## src/rtl/fare_backend_arbiter_pkg.sv

```systemverilog
// Shared types and constants for the fare-gate array: arbiter states,
// default sizing, and the display codes the gate FSMs drive.
package fare_pkg;

  typedef enum logic [1:0] {
    IDLE = 2'd0,
    WAIT = 2'd1,
    RESP = 2'd2
  } arb_state_t;

  localparam int N_GATES_DEFAULT = 4;
  localparam int TIMEOUT_DEFAULT = 15;

  localparam logic [1:0] DISP_IDLE      = 2'b00;
  localparam logic [1:0] DISP_INVALID   = 2'b01;
  localparam logic [1:0] DISP_LOW_FUNDS = 2'b10;
  localparam logic [1:0] DISP_OPEN      = 2'b11;

endpackage

```

## src/rtl/fare_backend_arbiter_rr_pick.sv

```systemverilog
// Combinational round-robin selector: returns the first requesting gate
// at or after ptr, wrapping around the gate count.
module rr_pick
  import fare_pkg::*;
#(
  parameter int N_GATES = N_GATES_DEFAULT,
  parameter int ID_W    = $clog2(N_GATES)
) (
  input  logic [N_GATES-1:0] req,
  input  logic [ID_W-1:0]    ptr,
  output logic               valid,
  output logic [ID_W-1:0]    idx
);

  int pos;
  logic [ID_W-1:0] cand;

  // Walk offsets from farthest to nearest so the nearest hit overwrites last.
  always_comb begin
    valid = 1'b0;
    idx   = '0;
    pos   = 0;
    cand  = '0;
    for (int i = N_GATES - 1; i >= 0; i--) begin
      pos = int'(ptr) + i;
      if (pos >= N_GATES) begin
        pos = pos - N_GATES;
      end
      cand = ID_W'(pos);
      if (req[cand]) begin
        valid = 1'b1;
        idx   = cand;
      end
    end
  end

endmodule

```

## src/rtl/fare_backend_arbiter.sv

```systemverilog
// Shares one fare-account backend among the station gates: round-robin
// grant, backend request/ack handshake with timeout, result return.
module fare_backend_arbiter
  import fare_pkg::*;
#(
  parameter int N_GATES = N_GATES_DEFAULT,
  parameter int TIMEOUT = TIMEOUT_DEFAULT,
  parameter int ID_W    = $clog2(N_GATES)
) (
  input  logic               clk,
  input  logic               reset,
  input  logic               maintenance,
  input  logic [N_GATES-1:0] gate_req,
  output logic [N_GATES-1:0] gate_done,
  output logic               result_active,
  output logic               result_fund,
  output logic               backend_req,
  output logic [ID_W-1:0]    backend_gate_id,
  input  logic               backend_ack,
  input  logic               backend_active,
  input  logic               backend_fund,
  output logic               busy,
  output logic               timeout_err
);

  localparam int              CNT_W     = 8;
  localparam logic [CNT_W-1:0] CNT_LAST  = CNT_W'(TIMEOUT - 1);
  localparam logic [ID_W-1:0]  LAST_GATE = ID_W'(N_GATES - 1);

  arb_state_t         state_q, state_d;
  logic [ID_W-1:0]    ptr_q, ptr_d;
  logic [CNT_W-1:0]   cnt_q, cnt_d;
  logic               backend_req_q, backend_req_d;
  logic [ID_W-1:0]    gate_id_q, gate_id_d;
  logic               result_active_q, result_active_d;
  logic               result_fund_q, result_fund_d;
  logic [N_GATES-1:0] gate_done_q, gate_done_d;
  logic               timeout_err_q, timeout_err_d;
  logic               busy_q, busy_d;

  logic               pick_valid;
  logic [ID_W-1:0]    pick_idx;

  rr_pick #(
    .N_GATES (N_GATES),
    .ID_W    (ID_W)
  ) u_pick (
    .req   (gate_req),
    .ptr   (ptr_q),
    .valid (pick_valid),
    .idx   (pick_idx)
  );

  // gate_done/timeout_err are computed on the WAIT->RESP transition so the
  // registered pulse lands exactly in the RESP cycle.
  always_comb begin
    state_d         = state_q;
    ptr_d           = ptr_q;
    cnt_d           = cnt_q;
    backend_req_d   = backend_req_q;
    gate_id_d       = gate_id_q;
    result_active_d = result_active_q;
    result_fund_d   = result_fund_q;
    gate_done_d     = '0;
    timeout_err_d   = 1'b0;

    case (state_q)
      IDLE: begin
        if (!maintenance && pick_valid) begin
          gate_id_d     = pick_idx;
          backend_req_d = 1'b1;
          cnt_d         = '0;
          state_d       = WAIT;
        end
      end
      WAIT: begin
        if (backend_ack) begin
          result_active_d        = backend_active;
          result_fund_d          = backend_fund;
          backend_req_d          = 1'b0;
          gate_done_d[gate_id_q] = 1'b1;
          state_d                = RESP;
        end else if (cnt_q == CNT_LAST) begin
          result_active_d        = 1'b0;
          result_fund_d          = 1'b0;
          backend_req_d          = 1'b0;
          gate_done_d[gate_id_q] = 1'b1;
          timeout_err_d          = 1'b1;
          state_d                = RESP;
        end else begin
          cnt_d = cnt_q + CNT_W'(1);
        end
      end
      RESP: begin
        ptr_d   = (gate_id_q == LAST_GATE) ? '0 : gate_id_q + ID_W'(1);
        state_d = IDLE;
      end
      default: begin
        state_d = IDLE;
      end
    endcase

    busy_d = (state_d != IDLE);
  end

  always_ff @(posedge clk) begin
    if (reset) begin
      state_q         <= IDLE;
      ptr_q           <= '0;
      cnt_q           <= '0;
      backend_req_q   <= 1'b0;
      gate_id_q       <= '0;
      result_active_q <= 1'b0;
      result_fund_q   <= 1'b0;
      gate_done_q     <= '0;
      timeout_err_q   <= 1'b0;
      busy_q          <= 1'b0;
    end else begin
      state_q         <= state_d;
      ptr_q           <= ptr_d;
      cnt_q           <= cnt_d;
      backend_req_q   <= backend_req_d;
      gate_id_q       <= gate_id_d;
      result_active_q <= result_active_d;
      result_fund_q   <= result_fund_d;
      gate_done_q     <= gate_done_d;
      timeout_err_q   <= timeout_err_d;
      busy_q          <= busy_d;
    end
  end

  assign gate_done       = gate_done_q;
  assign result_active   = result_active_q;
  assign result_fund     = result_fund_q;
  assign backend_req     = backend_req_q;
  assign backend_gate_id = gate_id_q;
  assign timeout_err     = timeout_err_q;
  assign busy            = busy_q;

endmodule
```

## config.mk

```make
export PLATFORM = sky130hd
export DESIGN_NAME = fare_backend_arbiter
export DESIGN_NICKNAME = d
export VERILOG_FILES = /design/src/rtl/fare_backend_arbiter_pkg.sv /design/src/rtl/fare_backend_arbiter_rr_pick.sv /design/src/rtl/fare_backend_arbiter.sv
export SDC_FILE = /design/constraint.sdc
export NUM_CORES = 1
export LEC_CHECK = 0
export ABC_AREA = 1
export CAP_MARGIN = 10
export CORE_ASPECT_RATIO = 1.4
export CORE_MARGIN = 2
export CORE_UTILIZATION = 35
export DETAILED_ROUTE_END_ITERATION = 10
export MAX_ROUTING_LAYER = met4
export PLACE_DENSITY = 0.65
export SKIP_CTS_REPAIR_TIMING = 1
export SYNTH_ARGS = -nofsm -noshare
export SYNTH_HDL_FRONTEND = slang
export SYNTH_HIERARCHICAL = 1
export SYNTH_SLANG_ARGS = --single-unit
```

## constraint.sdc

```tcl
create_clock -name clk -period 2.7 [get_ports clk]
set_input_delay 0.54 -clock clk [delete_from_list [all_inputs] [get_ports clk]]
set_output_delay 0.54 -clock clk [all_outputs]
set_load 0.02 [all_outputs]
```

### Floorplan with the power grid, run 1

Scale bar: 20 um. Pins as bars on the die edge. Tap cells in gray.
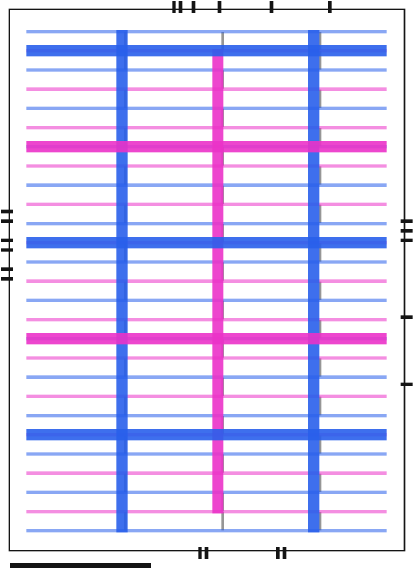
[blue] VSS
[magenta] VDD
tap cells: 42
rows: 26
Die Width: 55.78 um
DIE HEIGHT: 76.49 um
VDD IR max: 224.0 uV

### Nets reached from selected ports, run 1

Scale bar: 20 um.
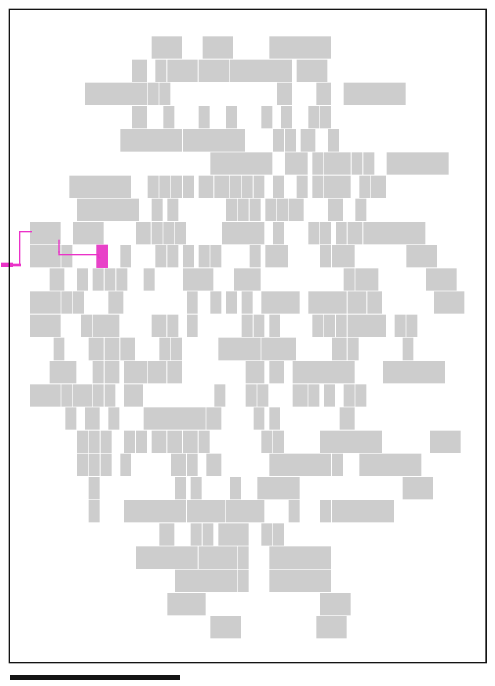
[magenta] `maintenance` | bits: 1 | direction: input | edge: left | end cells: 1 | buffers: 1 | wire: 12.8 um
Port Buffers: 20
Top Ports: 21

### Routed metal per tile, run 1

The die is cut into 11 by 15 equal tiles; dark blue is low, red is high, scaled to the fullest tile. Values are wire area over tile area, all layers added.
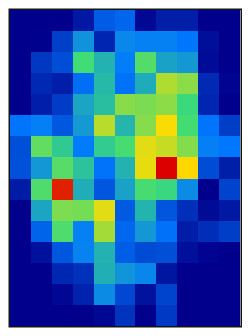
densest ninth of the die: middle
nearly empty tiles: 25%
mean over tiles: 0.10

## run 1: kinds of logic (layout without fill, tap and decap cells)
| kind of cell | count (synthesis) | in the layout | synth area share |
|---|---|---|---|
| and+or+nand+nor | 113 | 113 | 0.3724 |
| buffers and inverters | 37 | 59 | 0.1133 |
| DFF | 23 | 23 | 0.3505 |
| AOI/OAI and AO/OA | 22 | 22 | 0.09334 |
| adders and majority gates | 6 | 6 | 0.05714 |
| xor gates and xnor gates | 2 | 2 | 0.01334 |
## run 1: sequential cells by signal, summed over array words and instances, names as in the netlist
| signal | count |
|---|---|
| backend_gate_id | 2 |
| backend_req | 1 |
| busy | 1 |
| cnt_q | 8 |
| gate_done | 4 |
| ptr_q | 2 |
| result_active | 1 |
| result_fund | 1 |
| state_q | 2 |
| timeout_err | 1 |
## run 1: metrics by stage
stage	total power [W]	setup WS, ns	cells	instance area (um^2)
after floorplan	0.0004629	1.111	203	1314
after global placement	0.0005148	0.5266	263	1554
after detailed placement	0.0005147	0.5054	263	1554
after CTS	0.0007273	0.7685	267	1599
after global routing	0.0007599	0.5627	267	1599
final	0.0007116	0.7850	267	1599
## run 1: worst max-delay path, delay by kind of cell
| family | cells | cell delay (ns) |
|---|---|---|
| simple gates | 8 | 0.67 |
| buf+inv | 3 | 0.66 |
| compound gates | 2 | 0.20 |
## run 1: final cells by class
type	count	area share
Sequential cell	23	0.2880
Multi-Input combinational cell	143	0.4405
Inverter	34	0.08060
Tap cell	42	0.03286
Timing Repair Buffer	21	0.1299
Clock buffer	4	0.02817
## run 1: metal layers
metal | track usage | routed length, um
met5 | - | 0
met4 | 0.07317 | 31
met3 | 0.02207 | 71
met2 | 0.2726 | 1487
met1 | 0.1484 | 1192
==> flow_metrics.tcl, run 1 <==
# place-and-route summary
set metrics [dict create \
    power_leader "registers" \
    cts_sinks 23 \
    yosysTopAreaCell "dfxtp_1" \
    finalSetupViolCount 0 \
    pwr-share-clk 0.290 \
    fin_skew_ns 0.002912 \
    setup_tns_ns 0 \
    status "finished, final reports clean" \
    cp_common_cell "nand2_1" \
    grt_max_degree 13 \
    worst_pin_slew_ns 0.4061 \
    yosysChipArea_um2 1314 \
    pwr-share-comb 0.197 \
    yosysMostFrequentCell "nand2_1" \
    critPathLaunchType "input port" \
    syn_area_um2 1314 \
    reg2reg_from "ptr_q[0]$_SDFFE_PP0N_" \
    common_cells "59 x nand2_1, 32 x inv_1, 29 x nor2_1" \
    max_freq_mhz 522.2 \
    synth-main-ff-cell "dfxtp_1" \
    yosys_cells 203 \
    drt_iter0_drc 34 \
    layout_min_cycle_time_ns 1.915 \
    post_drt_via_cell_ratio 4.569 \
    p_int_w 0.0005147 \
    cp.arrival_ns 2.07 \
    seqCellArea_um2 460.4 \
    area_leaders "dfxtp_1 35%, nand2_1 17%, inv_1 9.1%" \
    log.warning_count 30 \
    hold_viol_final 0 \
    netlist_instances 203 \
    seq_power_w 0.000365 \
    drive_above_1_share 0.06667 \
    worstPathMaxFanout 8 \
    p_sw_w 0.0001969 \
    slew_headroom 0.7289 \
    ff2ff_path_depth 12 \
    synthDistinctLibCells 29 \
    required_ns 2.86 \
    p_clk_w 0.000207 \
    yosys_warnings 6 \
    hold_path_depth 2 \
    place_hpwl_mm 2.219 \
    first_pass_iters 4 \
    period_used_share 0.7092 \
    p_leak_nw 0.7006 \
    switching_share 0.2767 \
    r2r_slack_ns 0.81 \
    grt_pass1_vias 1176 \
    routed_wl_mm 2.782 \
    mostFrequentLayoutCells "59 x nand2_1, 32 x inv_1, 29 x nor2_1, 23 x dfxtp_1, 20 x clkdlybuf4s50_1" \
    grt_usage 0.1481 \
    fin_util 0.4428 \
    powerDensity_nw_per_um2 445.0 \
    antenna_cells 0 \
    place_congestion 0.8737 \
    crit_end "cnt_q[6]$_SDFFE_PP0P_" \
    cts_tree "yes" \
    fp-utilization 0.3638 \
    chip_area_um2 4267 \
    drtAntennaViolNets 0 \
    r2r-end "cnt_q[6]$_SDFFE_PP0P_" \
    combGateArea_um2 704.4 \
    drcViolationCount 0 \
]
### Placement by cell class, run 1

Fill, decap, tap and diode cells in gray.
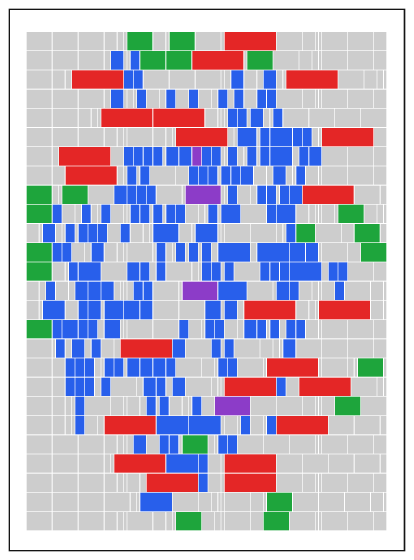

==> inputs of run 2 (changes only) <==
==> constraint.sdc (replaced) <==
create_clock -name clk -period 1.8 [get_ports clk]
set_input_delay 0.36 -clock clk [delete_from_list [all_inputs] [get_ports clk]]
set_output_delay 0.36 -clock clk [all_outputs]
set_load 0.02 [all_outputs]
### Placement by cell class, run 2

Fill, decap, tap and diode cells in gray.
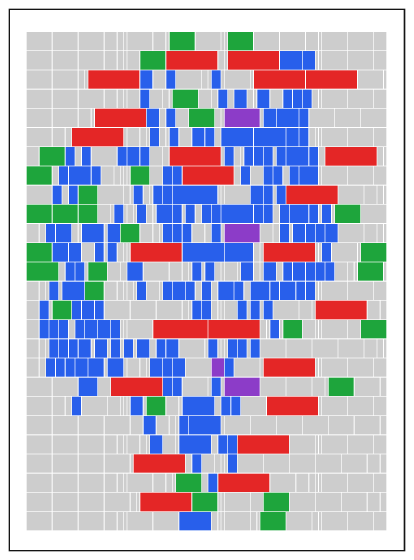
[purple] clock drivers and dummy loads | cells: 4 | share of their area: 2.8%
[green] remaining buffers and delay cells | cells: 29 | share of their area: 16%
[blue] combinational and other logic | cells: 177 | share of their area: 53%
[red] sequential cells | cells: 23 | share of their area: 28%

### Cell placement, run 2

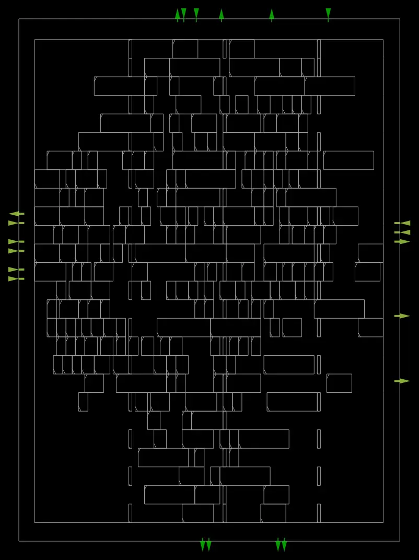
post-route insts no fill: 275
fin util: 0.4692
row count: 26
fillers: 377
Flops: 23

==> run 2 against run 1 <==
Via count increased by 4.8%. Clock power increased by 59%. Sequential cell count did not move. Hold slack gained 0.0020 ns. Sequential power up about 50%. Combinational power grew 69%. Clock-buffer cell count down 1.
==> flow_metrics.tcl, run 2 <==
# place-and-route summary
set metrics [dict create \
    status "finished, final reports clean" \
    drtAntennaViolNets 0 \
    yosys_warnings 6 \
    cp_num_buf_inv 1 \
    layout_min_cycle_time_ns 1.629 \
    period_used_share 0.9051 \
    mostFrequentLayoutCells "56 x nand2_1, 31 x inv_1, 29 x nor2_1, 22 x dfxtp_1, 19 x clkdlybuf4s50_1" \
    logic_family "simple AND/OR/NAND/NOR gates" \
    yosysTopAreaCell "dfxtp_1" \
    tapCellCount 42 \
    powerDensity_nw_per_um2 656.8 \
    portBuffers 20 \
    largest_register_ffs 8 \
    combGateArea_um2 734.5 \
    finalSetupViolCount 0 \
    slew_headroom 0.7931 \
    place_ws_ns -0.2107 \
    peakVddDrop_uv 338.3 \
    first_pass_iters 4 \
    drt_iter0_drc 35 \
    critPathLaunchType "flip-flop" \
    worstPathMaxFanout 4 \
    worst_pin_slew_ns 0.3099 \
    synthDistinctLibCells 29 \
    area_leaders "dfxtp_1 35%, nand2_1 17%, inv_1 9.1%" \
    clkbuf_count 3 \
    fp.dieH_um 76.49 \
    seqCellArea_um2 461.7 \
    yosys_cells 203 \
    cts_sinks 23 \
    inverters 34 \
    drive_above_1_share 0.1330 \
    hold_path_depth 2 \
    place_hpwl_mm 2.227 \
    r2r-end "cnt_q[3]$_SDFFE_PP0P_" \
    cp.arrival_ns 1.27 \
    grt_pass1_vias 1199 \
    chip_area_um2 4267 \
    max_freq_mhz 613.8 \
    yosysMostFrequentCell "nand2_1" \
    ff2ff_path_depth 12 \
    clock_area_frac 0.02733 \
    setup_ws_ns 0.1708 \
    final_area_um2 1694 \
    area_dominant_class "combinational gates" \
    grt_usage 0.1444 \
    fp-utilization 0.3638 \
    syn_area_um2 1314 \
    post-place-cells 271 \
    comb_cells 143 \
    post_drt_via_cell_ratio 4.651 \
    buffer_area_frac 0.1595 \
    place_area_um2 1614 \
    cts_tree "yes" \
    p_int_w 0.0007875 \
    fin_skew_ns 0.01204 \
    critical-path-top-delay-family "buffers and inverters" \
    required_ns 1.44 \
    mux_area_frac 0 \
    synth-main-ff-cell "dfxtp_1" \
    log.warning_count 30 \
    setup_tns_ns 0 \
    die_w_um 55.78 \
    simple_gate_share 0.3724 \
    drcViolationCount 0 \
    top_register "cnt_q" \
    pwr-share-comb 0.212 \
    hold_viol_final 0 \
    total_power_w 0.001113 \
    yosysChipArea_um2 1314 \
    netlist_instances 203 \
    nonClockBufferCount 29 \
    antenna_cells 0 \
    pwr-share-clk 0.295 \
    yosys.area_share.adder 0.05714 \
    common_cells "59 x nand2_1, 32 x inv_1, 29 x nor2_1" \
]
### Nets reached from selected ports, run 2

Scale bar: 20 um.
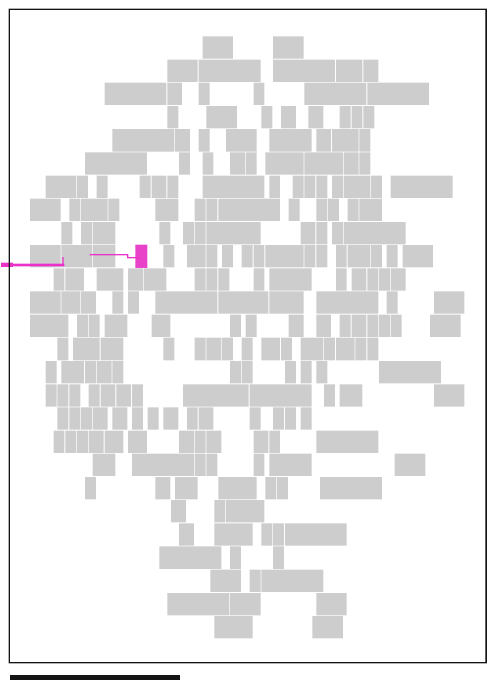
[magenta] `maintenance` | bits: 1 | direction: input | edge: left | end cells: 1 | buffers: 1 | wire: 12.6 um

-- run 2: stage by stage --
stage / util / hold slack [ns]
2_1_floorplan: - / 0.4364
3_3_place_gp: 0.4470 / 0.4525
3_5_place_dp: 0.4470 / 0.4598
4_1_cts: 0.4598 / 0.4724
5_1_grt: 0.4692 / 0.4985
6_report: 0.4692 / 0.4669
-- run 2: worst max-delay path by stage --
stage / start / endpoint / slack (ns) / depth (start not counted)
2_1_floorplan: ptr_q[0]$_SDFFE_PP0N_ / cnt_q[3]$_SDFFE_PP0P_ / 0.35 / 12
3_3_place_gp: gate_req[1] / cnt_q[6]$_SDFFE_PP0P_ / -0.18 / 12
3_5_place_dp: gate_req[1] / cnt_q[6]$_SDFFE_PP0P_ / -0.21 / 12
4_1_cts: ptr_q[0]$_SDFFE_PP0N_ / cnt_q[6]$_SDFFE_PP0P_ / 0.06 / 12
5_1_grt: gate_req[3] / cnt_q[3]$_SDFFE_PP0P_ / 0.02 / 11
6_report: backend_gate_id[0]$_SDFFE_PP0P_ / backend_gate_id[0] / 0.17 / 1
-- run 2: power groups by stage --
stage               clock network [W]  logic (W)  registers (W)
finish                       0.000329   0.000236       0.000548
global route                 0.000354   0.000266       0.000551
CTS                          0.000340   0.000230       0.000547
detailed placement                  0   0.000229       0.000558
global placement                    0   0.000228       0.000559
floorplan                           0   0.000124       0.000570
-- run 2: cells by family after synthesis --
logic type,Yosys count
xor+xnor,2
fa+ha+maj,6
compound gates,22
buf+inv,37
flops,23
simple gates,113
-- run 2: metal layers --
metal | track usage | wire [um]
met5 | - | 0
met1 | 0.1522 | 1217
met3 | 0.01188 | 69
met2 | 0.2667 | 1525
met4 | 0.06585 | 62
### Routed metal per tile, run 2

The die is cut into 11 by 15 equal tiles; dark blue is low, red is high, scaled to the fullest tile. Values are wire area over tile area, all layers added.
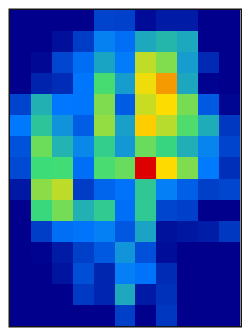

==> inputs of run 3 (changes only) <==
--- a/config.mk
+++ b/config.mk
@@ -12,7 +12,7 @@
 export CORE_UTILIZATION = 35
 export DETAILED_ROUTE_END_ITERATION = 10
 export MAX_ROUTING_LAYER = met4
-export PLACE_DENSITY = 0.65
+export PLACE_DENSITY_LB_ADDON = 0.15
 export SKIP_CTS_REPAIR_TIMING = 1
 export SYNTH_ARGS = -nofsm -noshare
 export SYNTH_HDL_FRONTEND = slang
### Routed metal per tile, run 3

The die is cut into 11 by 15 equal tiles; dark blue is low, red is high, scaled to the fullest tile. Values are wire area over tile area, all layers added.
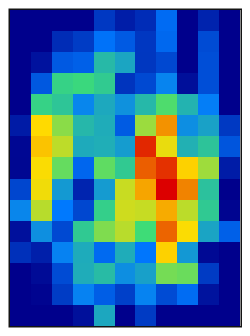
mean over tiles: 0.11
nearly empty tiles: 22%
fullest tile: 0.36
densest ninth of the die: middle

### Cell placement, run 3

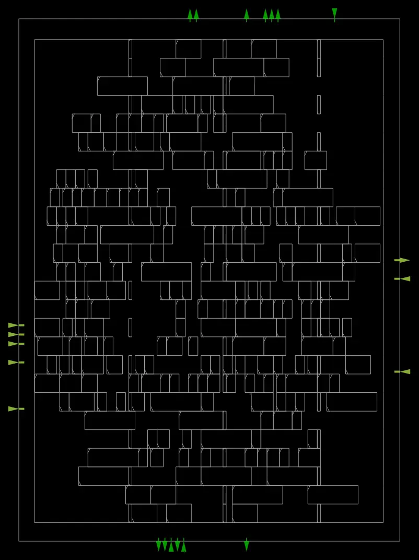
fillers: 379
core footprint: 3611 um^2
fin util: 0.4751

### Floorplan with the power grid, run 3

Scale bar: 20 um. Pins as bars on the die edge. Tap cells in gray.
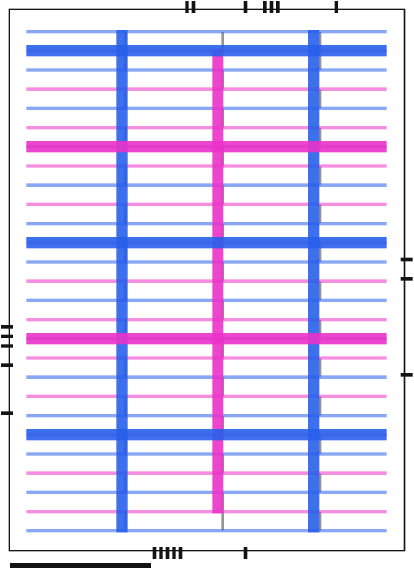
[blue] VSS
[magenta] VDD
met5 straps: 5
tap cells: 42
VDD IR max: 282.4 uV

==> run 3 against run 2 <==
Die area unchanged. Final cell count up 0.73%. Non-clock buffer count up 2. Synthesized cell count unchanged. Register-to-register slack better by 0.02 ns. Design area up 1.3%. Sequential share of layout area down 0.34 points. Worst setup slack worse by 0.024 ns. First-iteration DRC count down 2.9%. Critical endpoint is now cnt_q[5]$_SDFFE_PP0P_.
==> flow_metrics.tcl, run 3 <==
# place-and-route summary
set metrics [dict create \
    switching_share 0.2871 \
    grt_usage 0.1503 \
    drive_above_1_share 0.1362 \
    log.warning_count 30 \
    ys_sh_xor 0.01333 \
    required_ns 2.01 \
    max_freq_mhz 605.0 \
    seq_power_w 0.000548 \
    largest_register_ffs 8 \
    yosys.area_share.adder 0.05714 \
    die_w_um 55.78 \
    area_leaders "dfxtp_1 35%, nand2_1 17%, inv_1 9.1%" \
    place_hpwl_mm 2.307 \
    area_delta_synth_final_pct 30.57 \
    power_combinational_w 0.000245 \
    cts_root_buf "clkbuf_8" \
    synthAoiAreaFrac 0.09333 \
    drt_iter0_drc 34 \
    mux_area_frac 0 \
    place_congestion 0.7878 \
    power_leader "registers" \
    powerDensity_nw_per_um2 647.4 \
    routed_wl_mm 2.915 \
    finalSetupViolCount 0 \
    cp_common_cell "nand2_1" \
    fin_skew_ns 0.003689 \
    antenna_cells 0 \
    grt_overflow 0 \
    post_drt_via_cell_ratio 4.563 \
    p_leak_nw 0.7565 \
    grt_pass1_vias 1206 \
    p_sw_w 0.0003189 \
    nNetsFinal 252 \
    final_area_um2 1715 \
    yosys_warnings 6 \
    seqCellArea_um2 461.7 \
    cp_num_buf_inv 2 \
    top_register "cnt_q" \
    worst_pin_slew_ns 0.3273 \
    grt_max_degree 14 \
    lay_top_count "nand2_1" \
    yosysTopAreaCell "dfxtp_1" \
    pwr-share-clk 0.286 \
    post-place-cells 273 \
    synth-main-ff-cell "dfxtp_1" \
    fp-utilization 0.3638 \
    setup_ws_ns 0.1470 \
    critPathLaunchType "input port" \
    cts_sinks 23 \
    drtAntennaViolNets 0 \
    status "finished, final reports clean" \
    synthDistinctLibCells 29 \
    combGateArea_um2 740.7 \
    yosys_cells 203 \
    num_rows 26 \
    fp.dieH_um 76.49 \
    total_power_w 0.001111 \
    critical-path-top-delay-family "simple AND/OR/NAND/NOR gates" \
    crit_start "gate_req[2]" \
    portBuffers 20 \
    p_int_w 0.0007917 \
    cp.arrival_ns 1.86 \
    layout_min_cycle_time_ns 1.653 \
    period_used_share 0.9183 \
    netlist_instances 203 \
    setup_tns_ns 0 \
    mostFrequentLayoutCells "57 x nand2_1, 31 x inv_1, 29 x nor2_1, 22 x dfxtp_1, 20 x clkdlybuf4s50_1" \
    worstPathMaxFanout 6 \
    yosysChipArea_um2 1314 \
    yosysMostFrequentCell "nand2_1" \
    logic_family "simple AND/OR/NAND/NOR gates" \
    chip_area_um2 4267 \
    syn_area_um2 1314 \
    p_clk_w 0.000318 \
    avgRoutedWirePerCell_um 10.52 \
    simple_gate_share 0.3724 \
    place_ws_ns -0.2101 \
    drcViolationCount 0 \
    pwr-share-comb 0.220 \
    place_area_um2 1629 \
]
[run 3: area by class of cell]
type / count / area share
multi-input combinational: 143 / 0.4318
sequential: 23 / 0.2691
timing repair buffer: 31 / 0.1648
inverter: 34 / 0.07659
tap: 42 / 0.03063
clock buffer: 3 / 0.02407
clock inverter: 1 / 0.002918
[run 3: routing by layer]
layer  track usage  part of all wire  vias up
met5             -                 0        -
met4       0.07317             0.018        0
met3       0.02377             0.021        4
met2        0.2738              0.56       17
met1        0.1528              0.40      558
li1              -                 -      685
[run 3: through the flow]
stage | hold slack [ns] | utilization
2_1_floorplan | 0.4364 | -
3_3_place_gp | 0.4623 | 0.4511
3_5_place_dp | 0.4679 | 0.4511
4_1_cts | 0.4793 | 0.4640
5_1_grt | 0.4939 | 0.4751
6_report | 0.4708 | 0.4751
[run 3: kinds of logic after synthesis]
group	after synthesis
buffers and inverters	37
and+or+nand+nor	113
AOI/OAI and AO/OA	22
DFF	23
xor gates and xnor gates	2
adders and majority gates	6
[run 3: final timing paths]
check                                                end  slack [ns]  cells after the start
worst max register to register     cnt_q[5]$_SDFFE_PP0P_        0.22                     12
worst min-delay path            result_fund$_SDFFE_PP0P_        0.47                      2
worst max-delay path               cnt_q[5]$_SDFFE_PP0P_        0.15                     12
worst min register to register  result_fund$_SDFFE_PP0P_        0.47                      2
[run 3: worst register-to-register path, cell delays in order (launching register included)]
cell and delay [ns]:
dfxtp_2 0.37, buf_4 0.16, nand2_2 0.06, and2_4 0.15
a21oi_1 0.11, nand2_1 0.07, nand2_2 0.08, nand2_2 0.07
nand3_4 0.09, inv_4 0.06, nand2_8 0.08, nand2_1 0.08
a21oi_2 0.13
Power and IR drop assume default switching activity.
